<file path="src/rtl/output_accumulator.sv">
// Accumulates O = sum(p_k * V_k) and l = sum(p_k) for one query row and hands them to the divider.
// Latency: the output is valid in the cycle after the last beat is accepted; all outputs come from registers.
// Backpressure: ready is low while a result waits; it is held until vld_out && rdy_in, then one bubble follows.
module output_accumulator #(
  parameter int VEC_LEN    = 4,
  parameter int DATA_WIDTH = 16,
  parameter int ACC_WIDTH  = 2*DATA_WIDTH+8
) (
  input  logic                         clk,
  input  logic                         rst,
  input  logic                         vld_in,
  output logic                         rdy_out,
  input  logic                         last_in,
  input  logic        [DATA_WIDTH-1:0] p_in,
  input  logic signed [DATA_WIDTH-1:0] v_in [VEC_LEN],
  output logic                         vld_out,
  input  logic                         rdy_in,
  output logic signed [DATA_WIDTH-1:0] vec_out [VEC_LEN],
  output logic        [DATA_WIDTH-1:0] divisor_out
);

  typedef enum logic {ACCUM, EMIT} state_t;

  // Clamp bounds for the signed vector elements, expressed at accumulator width.
  localparam logic signed [ACC_WIDTH-1:0] SMAX =
    {{(ACC_WIDTH-DATA_WIDTH+1){1'b0}}, {(DATA_WIDTH-1){1'b1}}};
  localparam logic signed [ACC_WIDTH-1:0] SMIN =
    {{(ACC_WIDTH-DATA_WIDTH+1){1'b1}}, {(DATA_WIDTH-1){1'b0}}};

  state_t                         state_q, state_d;
  logic signed [ACC_WIDTH-1:0]    acc_q [VEC_LEN];
  logic signed [ACC_WIDTH-1:0]    acc_d [VEC_LEN];
  logic        [ACC_WIDTH-1:0]    lsum_q, lsum_d;
  logic signed [DATA_WIDTH-1:0]   vec_q [VEC_LEN];
  logic signed [DATA_WIDTH-1:0]   vec_d [VEC_LEN];
  logic        [DATA_WIDTH-1:0]   div_q, div_d;
  logic signed [ACC_WIDTH-1:0]    prod [VEC_LEN];

  function automatic logic signed [DATA_WIDTH-1:0] sat_s(input logic signed [ACC_WIDTH-1:0] a);
    if (a > SMAX)      return {1'b0, {(DATA_WIDTH-1){1'b1}}};
    else if (a < SMIN) return {1'b1, {(DATA_WIDTH-1){1'b0}}};
    else               return a[DATA_WIDTH-1:0];
  endfunction

  function automatic logic [DATA_WIDTH-1:0] sat_u(input logic [ACC_WIDTH-1:0] a);
    if (|a[ACC_WIDTH-1:DATA_WIDTH]) return {DATA_WIDTH{1'b1}};
    else                            return a[DATA_WIDTH-1:0];
  endfunction

  // Weighted products: p is unsigned so it is zero-extended, v is sign-extended; the exact
  // product fits in 2*DATA_WIDTH+1 bits, so the truncated-to-ACC_WIDTH result is exact.
  always_comb begin
    for (int i = 0; i < VEC_LEN; i++) begin
      prod[i] = $signed({{(ACC_WIDTH-DATA_WIDTH){1'b0}}, p_in})
              * $signed({{(ACC_WIDTH-DATA_WIDTH){v_in[i][DATA_WIDTH-1]}}, v_in[i]});
    end
  end

  // Next-state and datapath: accumulate in ACCUM, snapshot saturated outputs on the last beat,
  // wait in EMIT until the divider takes the result, then clear the sums.
  always_comb begin
    state_d = state_q;
    lsum_d  = lsum_q;
    div_d   = div_q;
    for (int i = 0; i < VEC_LEN; i++) begin
      acc_d[i] = acc_q[i];
      vec_d[i] = vec_q[i];
    end
    unique case (state_q)
      ACCUM: begin
        if (vld_in) begin
          for (int i = 0; i < VEC_LEN; i++) acc_d[i] = acc_q[i] + prod[i];
          lsum_d = lsum_q + {{(ACC_WIDTH-DATA_WIDTH){1'b0}}, p_in};
          if (last_in) begin
            for (int i = 0; i < VEC_LEN; i++) vec_d[i] = sat_s(acc_d[i]);
            div_d   = sat_u(lsum_d);
            state_d = EMIT;
          end
        end
      end
      EMIT: begin
        if (rdy_in) begin
          for (int i = 0; i < VEC_LEN; i++) acc_d[i] = '0;
          lsum_d  = '0;
          state_d = ACCUM;
        end
      end
      default: state_d = ACCUM;
    endcase
  end

  // State, sums and output registers; reset discards any partial row.
  always_ff @(posedge clk) begin
    if (rst) begin
      state_q <= ACCUM;
      lsum_q  <= '0;
      div_q   <= '0;
      for (int i = 0; i < VEC_LEN; i++) begin
        acc_q[i] <= '0;
        vec_q[i] <= '0;
      end
    end else begin
      state_q <= state_d;
      lsum_q  <= lsum_d;
      div_q   <= div_d;
      for (int i = 0; i < VEC_LEN; i++) begin
        acc_q[i] <= acc_d[i];
        vec_q[i] <= vec_d[i];
      end
    end
  end

  // Handshake outputs depend only on the registered state.
  always_comb begin
    rdy_out     = (state_q == ACCUM);
    vld_out     = (state_q == EMIT);
    divisor_out = div_q;
    for (int i = 0; i < VEC_LEN; i++) vec_out[i] = vec_q[i];
  end

endmodule
</file>
<file path="config.mk">
export PLATFORM = sky130hd
export DESIGN_NAME = output_accumulator
export DESIGN_NICKNAME = d
export VERILOG_FILES = /design/src/rtl/output_accumulator.sv
export SDC_FILE = /design/constraint.sdc
export NUM_CORES = 2
export LEC_CHECK = 0
export ABC_AREA = 1
export CORE_MARGIN = 3
export CORE_UTILIZATION = 45
export CTS_BUF_LIST = sky130_fd_sc_hd__clkbuf_8
export CTS_CLUSTER_DIAMETER = 100
export CTS_CLUSTER_SIZE = 10
export DETAILED_ROUTE_END_ITERATION = 10
export RECOVER_POWER = 25
export SYNTH_ARGS = -nofsm -noshare
export SYNTH_HDL_FRONTEND = slang
export SYNTH_SLANG_ARGS = --single-unit
</file>
<file path="constraint.sdc">
create_clock -name clk -period 10.74 [get_ports clk]
set_clock_uncertainty 0.15 [all_clocks]
set_input_delay 3.222 -clock clk [delete_from_list [all_inputs] [get_ports clk]]
set_output_delay 3.222 -clock clk [all_outputs]
set_load 0.005 [all_outputs]
</file>
==> images/m2.png <==
Scale bar: 100 um.
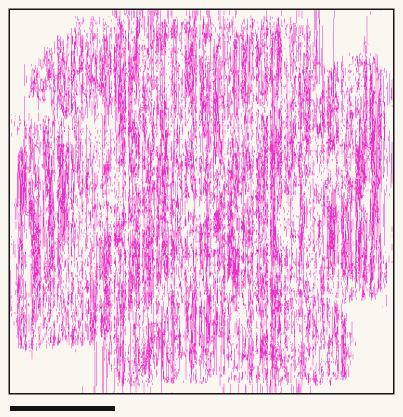
7937 nets have wire on it. The longest straight run is 103 um.
post-detailed-routing wire length: 175000 um
met2 usage in global routing: 45.2%

==> images/m3.png <==
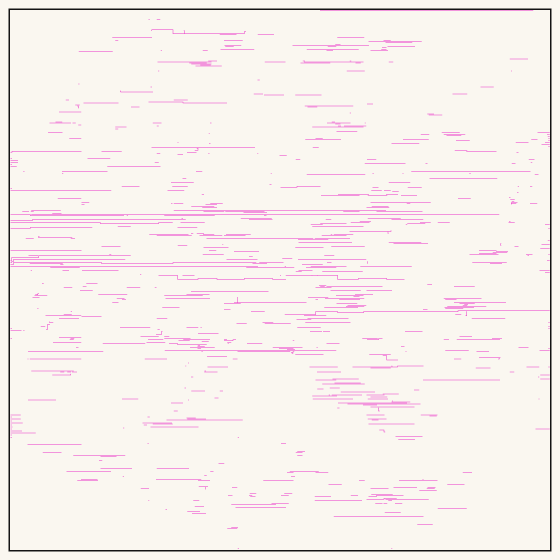
The layer carries 8900 um of wire. The longest straight run is 317 um.
vias: 50700
met3 usage in global routing: 3.21%

==> results.txt <==
Numbers from the implementation run.

The initial antenna violation count is 21. The clock slew seen by the registers of the worst setup and hold paths is 0.08 ns. The first global-routing pass estimated 285000 um of wire. The number of synthesis warnings is 0. The cell type with the largest total area is sky130_fd_sc_hd__fa_1. The antenna cell count is 10. met2 is the most crowded layer.

The number of cells reported by Yosys stat comes to 8494. The final worst-path setup slack is 0.822 ns. The via count of the first global-routing pass came to 52000. Once the floorplan was initialized, standard cells occupied 45.5% of the core.

Multiplexer cells account for 0% of the synthesized area. The accumulated negative setup slack is 0 ns. In this run the maximum-capacitance check reported violations numbering 1.

For reference, the post-synthesis area per instance comes to 6.87 um2. The I/O pin count is 167. The maximum root-to-sink buffer count is 3. Data arrives at the worst endpoint at 10.32 ns. According to the cell report, the number of logic gates is 5585. The main flop type after synthesis is sky130_fd_sc_hd__dfxtp_1. The fraction of registers with async set/reset is 0%.

Per STA, the highest per-stage delay on the worst path measures 1.00 ns. The critical path class is input port to register. Per the post-synthesis report, the nets total 10100. According to the hold report, the worst path is of the register to register type. By area the synthesized netlist is led by sky130_fd_sc_hd__fa_1, sky130_fd_sc_hd__nand2_1, sky130_fd_sc_hd__inv_1. The yosys-reported design area after synthesis is 58300 um2. The HPWL after detailed placement is 144000 um. Per the post-route antenna check, the number of violating nets is 0. The number of clock buffers added by TritonCTS is 38. The proportion of final cell area spent on non-clock buffers is 4.77%. The insertion delay at the late pin of the worst-skew pair is 0.71 ns. Clock tree buffers and inverters occupy 1.15% of the routed design's cell area. The post-synth register bit count is 281. The number of hold buffers added after CTS is 0. The multi-input combinational cells in the finished layout cover a total of 42800 um2. There are 281 flip-flops and latches.

The final count of hold timing violations is 0. The report lists the number of cells resized after CTS as 0. The largest net degree at the start of global routing is 120. The worst setup path is captured at a register.

The number of warnings in the stage logs is 32. The family of cells with the greatest summed delay on the critical path is adder cells. The CTS H-tree depth is 2.

The number of logic inverters in the finished layout is 2295. Across the whole layout, multi-input logic makes up 68.0% of the cell area. For reference, the final report shows the max-slew violation count at 88. Counting plain and timing-repair buffers in the layout gives 316. The first-pass iteration count of the detailed router is 6.

The sequential share of cell area is 8.94%. Synthesis produced 8494 cells. The count of buffers from port buffering is 166.

Looking at the post-CTS report, the setup buffer insertion count equals 0. The chip area is 134000 um2. The kind of start point of the critical path is an input port. CTS placed an instance of sky130_fd_sc_hd__clkbuf_8 at the clock tree root. The post-route utilization of the core is recorded as 49.1%.

The cell occurring most often along the worst timing path is sky130_fd_sc_hd__fa_1. Leaving out fill and tap cells, the most frequent cells in the layout are sky130_fd_sc_hd__nand2_1, sky130_fd_sc_hd__inv_1, sky130_fd_sc_hd__fa_1. The clock tree from TritonCTS is done. Among all cell classes, the greatest summed area belongs to combinational gates. Per the layout report, the design carries 43 clock buffers. The total standard cell area after synthesis is 58300 um2.

Per the synthesis report, the adder-cell share of the synthesized area is 43.5%. The sequential fraction of the synthesis area is 9.65%. The number of enable-type register cells in the synthesized netlist is 0. In this run the biggest area consumer among cell types represents 31.2% of the synthesized area. The fill cell instance count of the final layout is 13300. Final hold analysis gives a worst-case slack of 0.314 ns. The post-synthesis xor/xnor area fraction is 1.29%. The synthesis-to-layout area growth is 7.92%. Listed in order, past its start point the critical path passes clkdlybuf4s50_1 > nand2_1 > fa_1 > inv_1 > fa_1 > fa_1 > fa_1 > fa_1 > inv_1 > fa_1 > inv_1 > ha_1 > a21oi_1 > o21ai_1 > a21oi_1 > nor2_1 > nor2_1 > nand2_1 > nand2_1 > nand2_1 > nor3_1 > nand3_1 > a21oi_4 > a21oi_1. The flow ran to the end, but the final reports show violations. The finished cells cover 62900 um2. Subtracting the final worst setup slack from the clock period gives 9.92 ns.

The script parses the final routing iteration and logs DRC violations as 0. The cell type of the slowest stage on the worst timing path is sky130_fd_sc_hd__clkdlybuf4s50_1. The final-report setup violation count is 0.

The placed cell count is 10200. The per-cell via count in the routed design is 4.93. The global routing met1 resource utilization is 35.7%. Once placement finished, the instance area stood at 62200 um2. According to the tapcell log, the count of inserted taps is 1729. The checks that failed: max-capacitance violations, max-slew violations.

The residual overflow from global routing is 0. In the final design database the tool counted 10100 nets. Before CTS, the worst setup slack after placement is 0.163 ns. Row generation in the floorplan step produced 131 rows. The fraction of layout cells with a size suffix above 1 is 3.14%. The highest-count logic cell in the final layout is sky130_fd_sc_hd__nand2_1. For this design, the sink count on the clock tree is 281. The post-synthesis share of cell area spent on and, or, nand and nor gates is 23.6%. The placer's final routability congestion estimate is 0.937. The final critical path takes up 92.4% of the cycle. The combinational family with the most area after synthesis is adder cells. The met2 layer wire length in the routed design is 83200 um. The required time of the critical path is 11.14 ns. The worst pin sits at a relative slew slack of -152%. The routed design uses 8900 um of met3 wire. In the per-layer breakdown of the detailed-route log, met1 shows 79100 um. Setup repair after global routing left no endpoint under its margin. The critical path contains buffers and inverters numbering 4 combined. The top metal layer carrying routed signals is met5. The final report lists a non-filler cell total of 10300. The post-synthesis share of cell area spent on and-or and or-and gates is 5.00%. The first-iteration detailed-routing DRC count is 3131. The actual transition at the worst max-transition pin is 3.76 ns. The number of distinct library cells after synthesis is 46. Registers take 5630 um2. The report shows a maximum critical-path fanout of 15. In this build the clock could be raised as far as 101 MHz.
==> images/layers.png <==
Scale bar: 100 um. Two of the layers only.
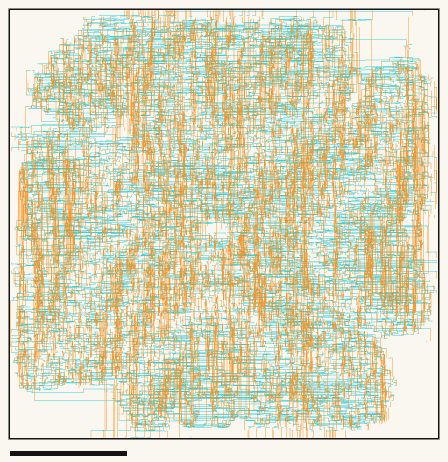
Key: cyan = M1 [wire length 79.1 mm]; orange = M2 [wire length 83.2 mm]
total routing resource utilization after global routing: 26.4%
DR WL/cell: 17.1 um

==> images/floorplan.png <==
Scale bar: 100 um. Pins as bars on the die edge.
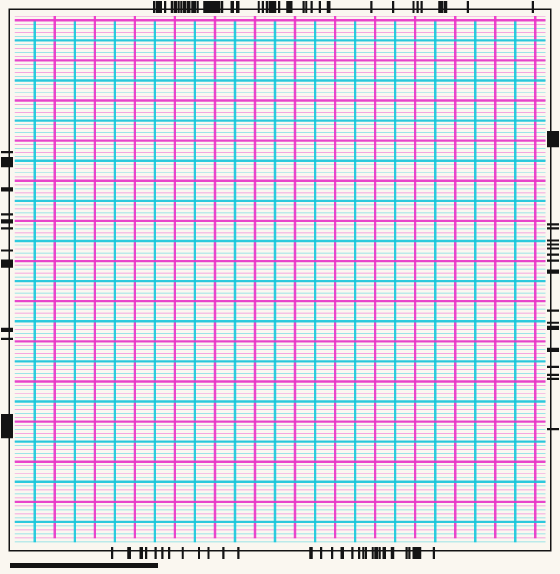
Key: cyan = VSS; magenta = VDD
132 met1 rails follow the rows. 26 straps on met4. The core has 131 rows.
core area: 128000 um2
Die Ht: 366 um
width of the die: 366 um

==> cell usage after synthesis, types with 9 or more instances <==
cell type,n
sky130_fd_sc_hd__clkbuf_1,288
sky130_fd_sc_hd__xnor2_1,16
sky130_fd_sc_hd__inv_1,2292
sky130_fd_sc_hd__or2_2,11
sky130_fd_sc_hd__dfxtp_1,281
sky130_fd_sc_hd__nor4_1,10
sky130_fd_sc_hd__o22ai_1,9
sky130_fd_sc_hd__nor3_1,57
sky130_fd_sc_hd__nand4_1,38
sky130_fd_sc_hd__xor2_1,66
sky130_fd_sc_hd__o21ai_0,117
sky130_fd_sc_hd__nand2_1,2608
sky130_fd_sc_hd__buf_1,35
sky130_fd_sc_hd__ha_1,571
sky130_fd_sc_hd__o21bai_1,14
sky130_fd_sc_hd__nor2_1,405
sky130_fd_sc_hd__nand3_1,285
sky130_fd_sc_hd__nand3b_1,21
sky130_fd_sc_hd__fa_1,909
sky130_fd_sc_hd__a21oi_1,392
==> final timing paths <==
kind                            slack (ns)  cells after the start                       from                         to
worst min register to register        0.31                      2  acc_q[0][16]$_SDFFE_PP0P_  acc_q[0][16]$_SDFFE_PP0P_
worst max-delay path                  0.82                     24                   v_in[10]   vec_q[3][8]$_SDFFE_PP0P_
worst max register to register        4.11                      8         vld_out$_SDFF_PP0_   acc_q[2][6]$_SDFFE_PP0P_
worst min-delay path                  0.31                      2  acc_q[0][16]$_SDFFE_PP0P_  acc_q[0][16]$_SDFFE_PP0P_
==> state kept, by name, indices dropped and copies added (netlist names) <==
signal       count
vec_q           64
acc_q          160
lsum_q          40
vld_out          1
divisor_out     16
